===== src/rtl/core_pipe_pkg.sv =====
// Shared widths and control-bit positions for the core's inter-stage pipeline bundles,
// plus the slot operation encoding used by the elastic stage.
package core_pipe_pkg;

  localparam int D_CTRL_W = 8;
  localparam int D_DATA_W = 64;
  localparam int E_CTRL_W = 8;
  localparam int E_DATA_W = 64;
  localparam int M_CTRL_W = 6;
  localparam int M_DATA_W = 64;
  localparam int W_CTRL_W = 2;
  localparam int W_DATA_W = 64;

  localparam int CTRL_REG_WRITE  = 0;
  localparam int CTRL_MEM_WRITE  = 1;
  localparam int CTRL_MEM_READ   = 2;
  localparam int CTRL_BRANCH     = 3;
  localparam int CTRL_JUMP       = 4;
  localparam int CTRL_ALU_SRC    = 5;
  localparam int CTRL_MEM_TO_REG = 6;
  localparam int CTRL_SPARE      = 7;

  typedef enum logic [1:0] {
    SLOT_HOLD,
    SLOT_LOAD_IN,
    SLOT_LOAD_SKID,
    SLOT_DRAIN
  } slot_op_e;

  function automatic logic [1:0] occ_count(input logic main_v, input logic skid_v);
    return {1'b0, main_v} + {1'b0, skid_v};
  endfunction

endpackage


===== src/rtl/pipe_stage_elastic_if.sv =====
// One valid/ready link between two core stages, carrying a control and a data field.
interface pipe_stage_elastic_if
  import core_pipe_pkg::*;
#(
  parameter int DATA_W = E_DATA_W,
  parameter int CTRL_W = E_CTRL_W
);

  logic              valid;
  logic              ready;
  logic [CTRL_W-1:0] ctrl;
  logic [DATA_W-1:0] data;

  modport master (output valid, output ctrl, output data, input ready);
  modport slave  (input valid, input ctrl, input data, output ready);

endinterface


===== src/rtl/pipe_slot.sv =====
// One pipeline register slot: valid bit plus control and data fields.
// Draining clears valid and control but keeps the data bits untouched.
module pipe_slot #(
  parameter int CTRL_W = 8,
  parameter int DATA_W = 64
) (
  input  logic              CLK,
  input  logic              RESET,
  input  logic              clear,
  input  logic              load,
  input  logic              zero_ctrl,
  input  logic [CTRL_W-1:0] ld_ctrl,
  input  logic [DATA_W-1:0] ld_data,
  output logic              valid,
  output logic [CTRL_W-1:0] ctrl,
  output logic [DATA_W-1:0] data
);

  always_ff @(posedge CLK) begin
    if (RESET || clear) begin
      valid <= 1'b0;
      ctrl  <= '0;
      data  <= '0;
    end else if (load) begin
      valid <= 1'b1;
      ctrl  <= ld_ctrl;
      data  <= ld_data;
    end else if (zero_ctrl) begin
      valid <= 1'b0;
      ctrl  <= '0;
    end
  end

endmodule


===== src/rtl/pipe_stage_elastic.sv =====
// Elastic valid/ready pipeline stage with an optional second (skid) slot so that
// in_ready can come straight from a register instead of from downstream ready.
module pipe_stage_elastic
  import core_pipe_pkg::*;
#(
  parameter int DATA_W = E_DATA_W,
  parameter int CTRL_W = E_CTRL_W,
  parameter bit SKID   = 1'b1
) (
  input  logic                  CLK,
  input  logic                  RESET,
  input  logic                  Flush,
  pipe_stage_elastic_if.slave   up,
  pipe_stage_elastic_if.master  dn,
  output logic [1:0]            occupancy
);

  logic              main_v, skid_v;
  logic [CTRL_W-1:0] main_ctrl, skid_ctrl, main_ld_ctrl;
  logic [DATA_W-1:0] main_data, skid_data, main_ld_data;
  logic              xfer_in, xfer_out;
  slot_op_e          main_op, skid_op;

  assign xfer_out = main_v & dn.ready;
  assign xfer_in  = up.valid & up.ready;
  assign up.ready = SKID ? ~skid_v : (~main_v | dn.ready);

  // The skid entry is always older than anything arriving, so it refills main first.
  always_comb begin
    main_op = SLOT_HOLD;
    if (SKID && skid_v && xfer_out)
      main_op = SLOT_LOAD_SKID;
    else if (xfer_in && (!main_v || xfer_out))
      main_op = SLOT_LOAD_IN;
    else if (xfer_out)
      main_op = SLOT_DRAIN;
  end

  always_comb begin
    skid_op = SLOT_HOLD;
    if (SKID && xfer_in && main_v && !xfer_out)
      skid_op = SLOT_LOAD_IN;
    else if (skid_v && xfer_out)
      skid_op = SLOT_DRAIN;
  end

  assign main_ld_ctrl = (main_op == SLOT_LOAD_SKID) ? skid_ctrl : up.ctrl;
  assign main_ld_data = (main_op == SLOT_LOAD_SKID) ? skid_data : up.data;

  pipe_slot #(.CTRL_W(CTRL_W), .DATA_W(DATA_W)) u_main (
    .CLK       (CLK),
    .RESET     (RESET),
    .clear     (Flush),
    .load      ((main_op == SLOT_LOAD_SKID) || (main_op == SLOT_LOAD_IN)),
    .zero_ctrl (main_op == SLOT_DRAIN),
    .ld_ctrl   (main_ld_ctrl),
    .ld_data   (main_ld_data),
    .valid     (main_v),
    .ctrl      (main_ctrl),
    .data      (main_data)
  );

  generate
    if (SKID) begin : g_skid
      pipe_slot #(.CTRL_W(CTRL_W), .DATA_W(DATA_W)) u_skid (
        .CLK       (CLK),
        .RESET     (RESET),
        .clear     (Flush),
        .load      (skid_op == SLOT_LOAD_IN),
        .zero_ctrl (skid_op == SLOT_DRAIN),
        .ld_ctrl   (up.ctrl),
        .ld_data   (up.data),
        .valid     (skid_v),
        .ctrl      (skid_ctrl),
        .data      (skid_data)
      );
    end else begin : g_no_skid
      assign skid_v    = 1'b0;
      assign skid_ctrl = '0;
      assign skid_data = '0;
    end
  endgenerate

  assign dn.valid  = main_v;
  assign dn.ctrl   = main_ctrl;
  assign dn.data   = main_data;
  assign occupancy = occ_count(main_v, skid_v);

endmodule


===== src/flat_wrapper.sv =====
// flat-port wrapper written by rule: the top's interface ports become plain ports
module pipe_stage_elastic_flat import core_pipe_pkg::*;
#(
  parameter int DATA_W = E_DATA_W,
  parameter int CTRL_W = E_CTRL_W,
  parameter bit SKID   = 1'b1
)
  (CLK, RESET, Flush, occupancy, up_valid, up_ctrl, up_data, up_ready, dn_valid, dn_ctrl, dn_data, dn_ready);
  pipe_stage_elastic_if #(.DATA_W(DATA_W), .CTRL_W(CTRL_W)) up_i ();
  pipe_stage_elastic_if #(.DATA_W(DATA_W), .CTRL_W(CTRL_W)) dn_i ();
  input  logic CLK;
  input  logic RESET;
  input  logic Flush;
  output logic [1:0] occupancy;
  input wire logic [$bits(up_i.valid)-1:0] up_valid;
  input wire logic [$bits(up_i.ctrl)-1:0] up_ctrl;
  input wire logic [$bits(up_i.data)-1:0] up_data;
  output wire logic [$bits(up_i.ready)-1:0] up_ready;
  output wire logic [$bits(dn_i.valid)-1:0] dn_valid;
  output wire logic [$bits(dn_i.ctrl)-1:0] dn_ctrl;
  output wire logic [$bits(dn_i.data)-1:0] dn_data;
  input wire logic [$bits(dn_i.ready)-1:0] dn_ready;
  assign up_i.valid = up_valid;
  assign up_i.ctrl = up_ctrl;
  assign up_i.data = up_data;
  assign up_ready = up_i.ready;
  assign dn_valid = dn_i.valid;
  assign dn_ctrl = dn_i.ctrl;
  assign dn_data = dn_i.data;
  assign dn_i.ready = dn_ready;
  pipe_stage_elastic #(.DATA_W(DATA_W), .CTRL_W(CTRL_W), .SKID(SKID)) u_core (.CLK(CLK), .RESET(RESET), .Flush(Flush), .up(up_i), .dn(dn_i), .occupancy(occupancy));
endmodule

===== config.mk =====
export PLATFORM = sky130hd
export DESIGN_NAME = pipe_stage_elastic_flat
export DESIGN_NICKNAME = d
export VERILOG_FILES = /design/src/rtl/core_pipe_pkg.sv /design/src/rtl/pipe_stage_elastic_if.sv /design/src/rtl/pipe_slot.sv /design/src/rtl/pipe_stage_elastic.sv /design/src/flat_wrapper.sv
export SDC_FILE = /design/constraint.sdc
export NUM_CORES = 1
export LEC_CHECK = 0
export ABC_AREA = 1
export ABC_CLOCK_PERIOD_IN_PS = 3500
export CORE_MARGIN = 1
export CORE_UTILIZATION = 50
export DETAILED_ROUTE_END_ITERATION = 8
export GPL_TIMING_DRIVEN = 0
export PLACE_DENSITY_LB_ADDON = 0.25
export SYNTH_ARGS = -nofsm -noshare
export SYNTH_HDL_FRONTEND = slang
export SYNTH_SLANG_ARGS = --single-unit

===== constraint.sdc =====
create_clock -name CLK -period 3.5 [get_ports CLK]
set_clock_uncertainty 0.15 [all_clocks]
set_input_delay 0.875 -clock CLK [delete_from_list [all_inputs] [get_ports CLK]]
set_output_delay 0.875 -clock CLK [all_outputs]
set_load 0.05 [all_outputs]

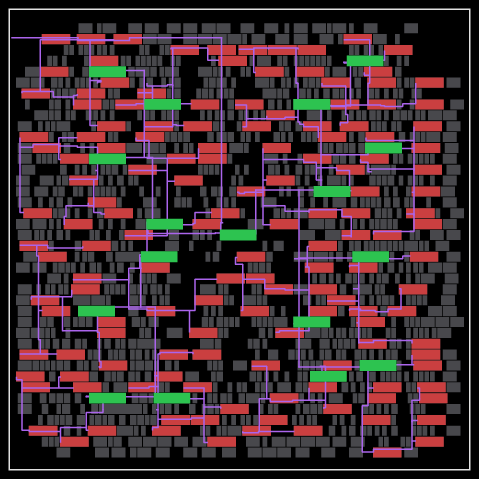
clk_routes.png
(4 px per µm)
Key: clock drivers = green [count 17]; flip-flops = red [count 146]; clock wires = purple [length 1730 µm]
Position of the flops: widely spread. There are 18 routed clock nets.
Clk pwr share: 0.420
later-pin clock latency in the skew report: 0.42 ns
clock distribution power: 1710 µW

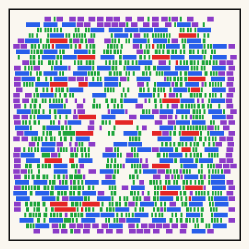
placement_by_type.png
(2 px per µm)
Key: flops = blue [cells 146, share of their area 35%]; other buffers and delay cells = purple [cells 213, share of their area 22%]; combinational and other logic = green [cells 743, share of their area 36%]; clock drivers and dummy loads = red [cells 32, share of their area 6.6%]
design area: 8646 µm²
fin util: 0.7080
core area: 12210 µm²
sequential portion of the cell area: 0.3381

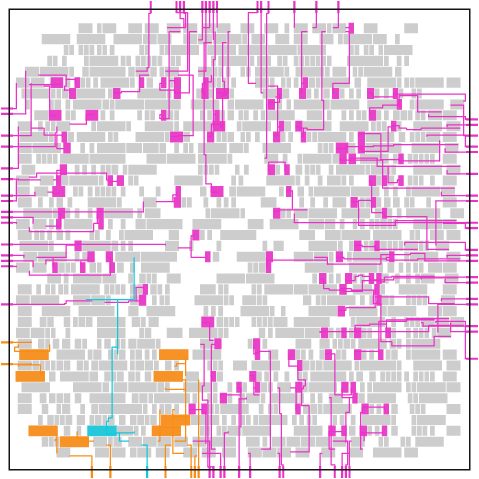
io_fan.png
(4 px per µm)
Key: up_data = magenta [bits 64, direction input, end cells 128, buffers 64, wire 2220 µm]; dn_valid = cyan [bits 1, direction output, end cells 1, buffers 1, wire 79.5 µm]; dn_ctrl = orange [bits 8, direction output, end cells 8, buffers 8, wire 162 µm]
Ports: 153
buffers added on ports: 152

==> qor.csv <==
stage,metric,value,unit
synth,top_cells_by_area,"dfxtp_1 46%, nor2_1 15%, nand2_1 12%, nand3_1 6.9%, o21ai_1 5.0%",
sta,post-route-min-period,3.319,ns
pwr,power.switching,1064,µW
synth,ys_ff,146,
worst_setup_path,end_kind,flip-flop,
cells_and_area,comb_share,0.3175,
die,fp.dieH,114.7,µm
hold_path,hold_path_class,reg -> reg,
worst_setup_path,reg2reg_to,u_core.u_main.data[7],
cells_and_area,buffers_excl_clock,213,
grt,busiest_layer,met2,
routing,routed.top_layer,met4,
synth,yosys-stat-area,6354,µm²
worst_setup_path,crit_family,buffers and inverters,
sta,worst_slack,0.1805,ns
synth,aoi_share,0.06538,
clocking,numCtsBuffers,17,
job,maxCapViolations,0,
synth,synth-async-reset-ratio,0,
worst_setup_path,critPathRequiredTime,3.67,ns
cells_and_area,mostFrequentLayoutCell,nor2_1,
worst_setup_path,critical_path.startpoint,dn_ready,
cells_and_area,instances_no_fill,1302,
routing,via_per_inst,4.829,
clocking,post_cts_buffers,0,
status,run_status,finished clean,
grt,grt_max_degree,17,
sta,grt_setup_unrepaired,no,
die,die_x,114.7,µm
cells_and_area,final_cell_mix,"258 x nor2_1, 211 x nand2_1, 152 x clkdlybuf4s50_1",
synth,ys_sh_simple,0.3623,
cells_and_area,inv_count,87,
worst_setup_path,slowest_stage,clkdlybuf4s50_1,
synth,synth.distinct_cells,22,
synth,ff_type,dfxtp_1,
synth,yosys.area.top_type,dfxtp_1,
cells_and_area,fillers,1071,
pwr,p_leak,0.003823,µW
cells_and_area,fin_nets,1200,
die,die-area,13160,µm²
worst_setup_path,crit_end,u_core.u_main.data[7],
place,post_dp_cell_area,8085,µm²
synth,avgSynthCellArea,6.688,µm²
synth,logic_family,simple AND/OR/NAND/NOR gates,
synth,mappedNetlistNets,1029,
place,dpl.hpwl,11.31,mm
Power is estimated from default activity; no workload was simulated.
